## src/rtl/pift_mon_pkg.sv

```systemverilog
// Shared types for the PIFT taint monitor: FSM state encoding and the
// default-width change record.
package pift_mon_pkg;

  localparam int unsigned REC_SRC_W = 3;
  localparam int unsigned REC_SUM_W = 8;
  localparam int unsigned REC_CYC_W = 32;

  typedef enum logic [1:0] {
    IDLE,
    ARM,
    RUN
  } state_t;

  typedef struct packed {
    logic [REC_SRC_W-1:0] src;
    logic [REC_SUM_W-1:0] value;
    logic [REC_CYC_W-1:0] cycle;
  } rec_t;

  // Index width for n sources, never below one bit.
  function automatic int unsigned src_width(input int unsigned n);
    return (n > 1) ? $clog2(n) : 1;
  endfunction

endpackage

```

## src/rtl/pift_rec_fifo.sv

```systemverilog
// Synchronous record FIFO with full/empty flags; no fall-through, so a word
// written at an edge is first visible after that edge.
module pift_rec_fifo #(
  parameter int unsigned WIDTH = 8,
  parameter int unsigned DEPTH = 8
) (
  input  logic             i_clk,
  input  logic             i_rst,
  input  logic             i_push,
  input  logic [WIDTH-1:0] i_data,
  input  logic             i_pop,
  output logic [WIDTH-1:0] o_data,
  output logic             o_full,
  output logic             o_empty
);

  localparam int unsigned AW = $clog2(DEPTH);

  logic [WIDTH-1:0] r_mem [DEPTH];
  logic [AW:0]      r_wptr;
  logic [AW:0]      r_rptr;
  logic             w_do_pop;
  logic             w_do_push;

  assign o_empty   = (r_wptr == r_rptr);
  assign o_full    = (r_wptr[AW] != r_rptr[AW]) && (r_wptr[AW-1:0] == r_rptr[AW-1:0]);
  assign w_do_pop  = i_pop && !o_empty;
  // A full FIFO still takes a push when a pop frees a slot at the same edge.
  assign w_do_push = i_push && (!o_full || w_do_pop);
  assign o_data    = o_empty ? '0 : r_mem[r_rptr[AW-1:0]];

  always_ff @(posedge i_clk or posedge i_rst) begin
    if (i_rst) begin
      r_wptr <= '0;
      r_rptr <= '0;
    end else begin
      if (w_do_push) r_wptr <= r_wptr + 1'b1;
      if (w_do_pop)  r_rptr <= r_rptr + 1'b1;
    end
  end

  always_ff @(posedge i_clk) begin
    if (w_do_push) r_mem[r_wptr[AW-1:0]] <= i_data;
  end

endmodule

```

## src/rtl/pift_taint_monitor.sv

```systemverilog
// Watches NUM_SRC taint_sum sources, queues one change record per cycle
// (lowest pending source first) and tracks coalescing and first taint.
module pift_taint_monitor
  import pift_mon_pkg::*;
#(
  parameter int unsigned NUM_SRC     = 8,
  parameter int unsigned SUM_WIDTH   = 8,
  parameter int unsigned FIFO_DEPTH  = 8,
  parameter int unsigned CYCLE_WIDTH = 32
) (
  input  logic                             clock,
  input  logic                             reset,
  input  logic                             enable,
  input  logic [NUM_SRC*SUM_WIDTH-1:0]     taint_sum,
  output logic                             rec_valid,
  input  logic                             rec_ready,
  output logic [src_width(NUM_SRC)-1:0]    rec_src,
  output logic [SUM_WIDTH-1:0]             rec_value,
  output logic [CYCLE_WIDTH-1:0]           rec_cycle,
  output logic [15:0]                      coalesce_count,
  output logic                             first_taint,
  output logic [CYCLE_WIDTH-1:0]           first_taint_cycle
);

  localparam int unsigned SRC_W = src_width(NUM_SRC);

  typedef struct packed {
    logic [SRC_W-1:0]       src;
    logic [SUM_WIDTH-1:0]   value;
    logic [CYCLE_WIDTH-1:0] cycle;
  } mon_rec_t;

  state_t                             r_state;
  logic [NUM_SRC-1:0][SUM_WIDTH-1:0]  r_prev;
  logic [NUM_SRC-1:0]                 r_pend;
  logic [CYCLE_WIDTH-1:0]             r_cnt;
  logic [15:0]                        r_coal;
  logic                               r_ft;
  logic [CYCLE_WIDTH-1:0]             r_ftc;

  logic [NUM_SRC-1:0] w_chg;
  logic [NUM_SRC-1:0] w_pushmask;
  logic               w_hit;
  logic [SRC_W-1:0]   w_idx;
  logic               w_push;
  logic               w_full;
  logic               w_empty;
  logic [16:0]        w_coal_sum;
  mon_rec_t           w_rec;
  mon_rec_t           w_head;

  always_comb begin
    w_chg = '0;
    for (int unsigned i = 0; i < NUM_SRC; i++)
      w_chg[i] = (taint_sum[i*SUM_WIDTH +: SUM_WIDTH] != r_prev[i]);
  end

  // Descending scan so the lowest pending index is the one left standing.
  always_comb begin
    w_hit = 1'b0;
    w_idx = '0;
    for (int unsigned i = NUM_SRC; i > 0; i--) begin
      if (r_pend[i-1]) begin
        w_hit = 1'b1;
        w_idx = SRC_W'(i - 1);
      end
    end
  end

  always_comb begin
    w_push     = (r_state == RUN) && enable && w_hit && (!w_full || (rec_valid && rec_ready));
    w_pushmask = w_push ? (NUM_SRC'(1) << w_idx) : '0;
    // A change on the source being pushed this edge is not an overwrite.
    w_coal_sum = {1'b0, r_coal} + 17'($countones(r_pend & ~w_pushmask & w_chg));
    w_rec.src   = w_idx;
    w_rec.value = r_prev[w_idx];
    w_rec.cycle = r_cnt;
  end

  always_ff @(posedge clock or posedge reset) begin
    if (reset) begin
      r_state <= IDLE;
      r_prev  <= '0;
      r_pend  <= '0;
      r_cnt   <= '0;
      r_coal  <= '0;
      r_ft    <= 1'b0;
      r_ftc   <= '0;
    end else begin
      case (r_state)
        IDLE: if (enable) r_state <= ARM;
        ARM: begin
          r_pend <= '0;
          if (!enable) begin
            r_state <= IDLE;
          end else begin
            r_prev  <= taint_sum;
            r_cnt   <= '0;
            r_state <= RUN;
          end
        end
        RUN: begin
          if (!enable) begin
            r_state <= IDLE;
            r_pend  <= '0;
          end else begin
            r_cnt  <= r_cnt + 1'b1;
            r_pend <= (r_pend & ~w_pushmask) | w_chg;
            r_prev <= taint_sum;
            r_coal <= w_coal_sum[16] ? '1 : w_coal_sum[15:0];
            if (!r_ft && (|taint_sum)) begin
              r_ft  <= 1'b1;
              r_ftc <= r_cnt;
            end
          end
        end
        default: r_state <= IDLE;
      endcase
    end
  end

  pift_rec_fifo #(
    .WIDTH($bits(mon_rec_t)),
    .DEPTH(FIFO_DEPTH)
  ) u_fifo (
    .i_clk   (clock),
    .i_rst   (reset),
    .i_push  (w_push),
    .i_data  (w_rec),
    .i_pop   (rec_ready),
    .o_data  (w_head),
    .o_full  (w_full),
    .o_empty (w_empty)
  );

  assign rec_valid         = !w_empty;
  assign rec_src           = w_head.src;
  assign rec_value         = w_head.value;
  assign rec_cycle         = w_head.cycle;
  assign coalesce_count    = r_coal;
  assign first_taint       = r_ft;
  assign first_taint_cycle = r_ftc;

endmodule

```

## config.mk

```make
export PLATFORM = sky130hd
export DESIGN_NAME = pift_taint_monitor
export DESIGN_NICKNAME = d
export VERILOG_FILES = /design/src/rtl/pift_mon_pkg.sv /design/src/rtl/pift_rec_fifo.sv /design/src/rtl/pift_taint_monitor.sv
export SDC_FILE = /design/constraint.sdc
export NUM_CORES = 1
export LEC_CHECK = 0
export CORE_MARGIN = 5
export CORE_UTILIZATION = 55
export CTS_CLUSTER_SIZE = 24
export DETAILED_ROUTE_END_ITERATION = 16
export PLACE_DENSITY = 0.76
export REMOVE_ABC_BUFFERS = 1
export SLEW_MARGIN = 10
export SYNTH_ARGS = -nofsm -noshare
export SYNTH_HDL_FRONTEND = slang
export SYNTH_SLANG_ARGS = --single-unit
```

## constraint.sdc

```tcl
create_clock -name clock -period 7.4 [get_ports clock]
set_clock_uncertainty 0.2 [all_clocks]
set_input_delay 1.48 -clock clock [delete_from_list [all_inputs] [get_ports clock]]
set_output_delay 1.48 -clock clock [all_outputs]
set_load 0.02 [all_outputs]
```

==> flow_summary.ini <==
; physical design summary
[cells_and_area]
area_growth_pct = 17.11
clkCellAreaFrac_pct = 6.037
antenna_cells = 0
instances_no_fill = 2081
stdcell_area_um2 = 25720
seq_cells = 507
signal_buffers = 180
comb_cells = 761
fillCellCount = 2835

[clock_tree]
cts-resized-gates = 0
path_clk_slew_ps = 60
numCtsBuffers = 49
cts_tree = yes
clockRootBuffer = clkbuf_16
cts.sinks = 507
cts_setup_buffers = 0
htreeDepth = 2

[pwr]
p_switching_mw = 3.738
combPwrFrac_pct = 38.2
pwr-share-clk_pct = 23.1
irDropWorstVdd_v = 0.0002465
sw_frac_of_total_pct = 35.44
internal_power_mw = 6.809
p_leak_nw = 9.566
p_clk_mw = 2.43
powerDensity_nw_per_um2 = 410.0

[final_timing]
finalHoldViolCount = 0
setup_violations = 0
tightest_slew_ps = 1119
rsz0062_at_grt = false

[place]
dp_cells = 1990
port_buffers = 160
post-dp-hpwl_um = 30570
place_ws_ps = 404.3
placed_area_um2 = 24170
gp_congestion = 0.9447

[logic_synthesis]
synth.cell_area_um2 = 21960
synth.avg_cell_area_um2 = 16.32
post-synth-top-area-cell = edfxtp_1
ys_types = 75

[status]
status = complete, no violations

[critical_path]
cp_slowest_cell = fa_1
path_max_fanout = 5
crit_path_cell_trace = clkdlybuf4s50_1 -> xor2_1 -> nor4_1 -> nand2_1 -> and3_1 -> fa_1 -> inv_1 -> fa_1 -> inv_1 -> fa_1 -> inv_1 -> fa_1 -> inv_1 -> fa_1 -> a21o_1 -> a21oi_1 -> nor2_1 -> and3_1 -> nand3_1 -> mux2_2
cp.depth = 20
r2r_slack_ps = 1570
cp_num_buf_inv = 5
slowest_delay_ps = 530
critPathTopFamily = adder cells
r2r_end = coalesce_count[12]$_DFFE_PP0P_
cp.arrival_ps = 6660

[route]
ant_nets = 0
route.met2.wl_um = 24900
dr_wl_met3_um = 2672
drcViolationCount = 0

[global_routing]
antenna_found_initial = 0
grt_pass1_vias = 12935
grt_max_degree = 78
grt_pass1_wl_um = 77420

[run]
warnings = 27
cap_viol_max_count = 0

[die]
die_y_um = 209.8
core-area_um2 = 39640
tap_cells = 525

[hold_path]
min_to = u_fifo.r_wptr[3]$_DFFE_PP0P_
min_path_cells = 1
[logic make-up after synthesis]
group                    Yosys count  share of synthesized area, %
flip-flops                       507                         65.60
AND/OR/NAND/NOR                  287                         6.802
buffers and inverters             78                         1.641
XOR/XNOR                         106                         4.227
multiplexers                     232                         16.57
adder cells (fa/ha/maj)           17                         1.139
AND-OR/OR-AND                    119                         4.022
[flip-flops by register name (all words and copies together) (netlist names)]
register and flops:
coalesce_count 16, first_taint_cycle 32, u_fifo.r_mem 344, r_cnt 32, u_fifo.r_rptr 4, r_pend 8, r_prev 64, u_fifo.r_wptr 4
first_taint 1, r_state 2
[through the flow]
stage	setup TNS, ps	hold slack (ps)
after floorplan	-281640	261.7
after global placement	0	275.5
after detailed placement	0	284.2
after CTS	0	295.6
after global routing	0	319.7
final	0	292.2
closeup.png
Window x 145 to 170, y 40 to 65 um. Cells in grey, sequential cells in the stronger grey; small squares are vias.
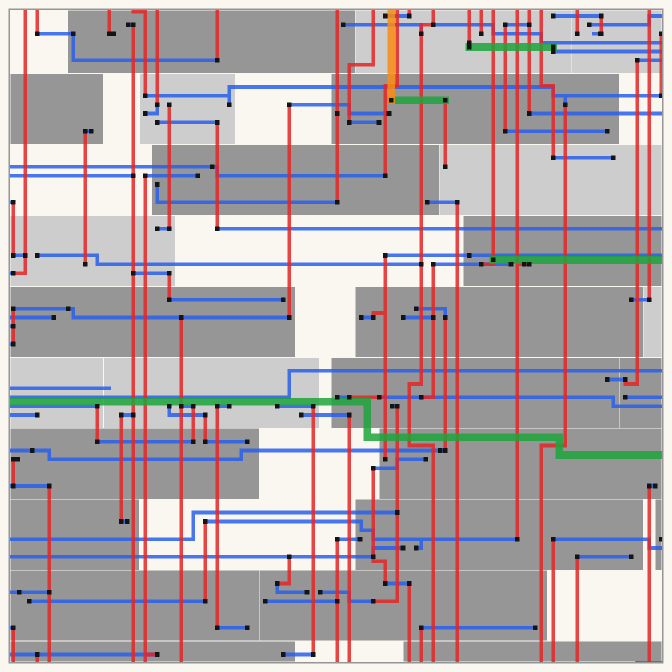
Green stands for M3. Orange stands for M4. Red stands for M2. Blue stands for M1.
19 logic cells have their middle in the window. Most frequent: edfxtp_1 (12), mux4_2 (3), mux2i_1 (2). Netlist names of flops here include `u_fifo.r_mem` (12). Sequential cells in the window: 12.

m4.png
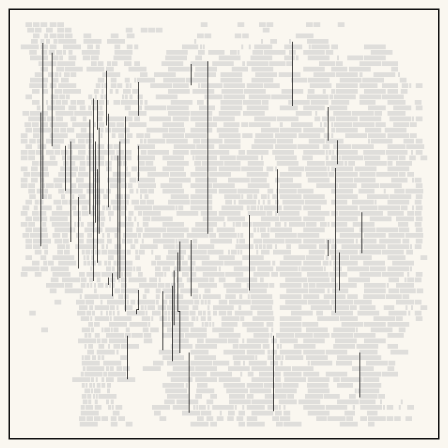
27 nets have wire on it. The layer carries 1550 um of wire. The layer holds 3.1% of the routed length. The wires run mostly vertical.
final wirelength: 49860 um
vias: 12580

layers.png
Two of the layers only.
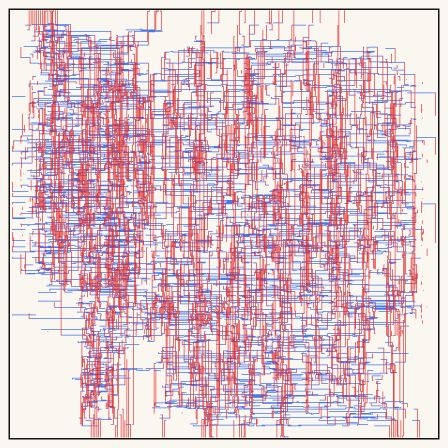
Red stands for M2, wire length 24.9 mm. Blue stands for M1, wire length 20.7 mm.
detailed-route wire length per cell: 23.96 um
GRT Overall Usage: 22.68%

congestion_map.png
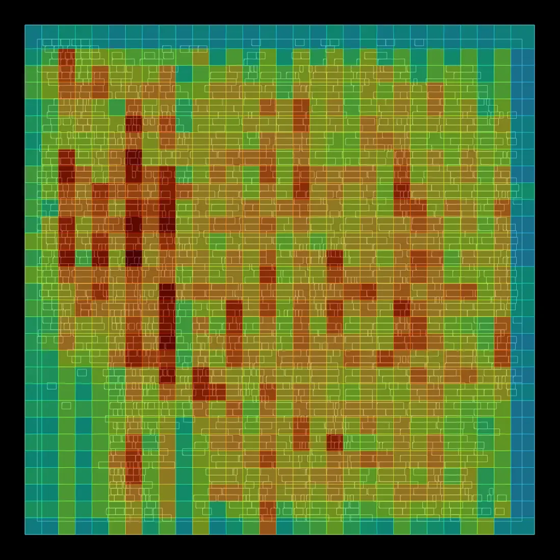
final core utilization: 64.89%
met3 usage: 3.378%
Most Crowded Layer GR: met2
GR Util met1: 31.23%
M2 GR Usage: 37.78%

Power and IR drop assume default switching activity.
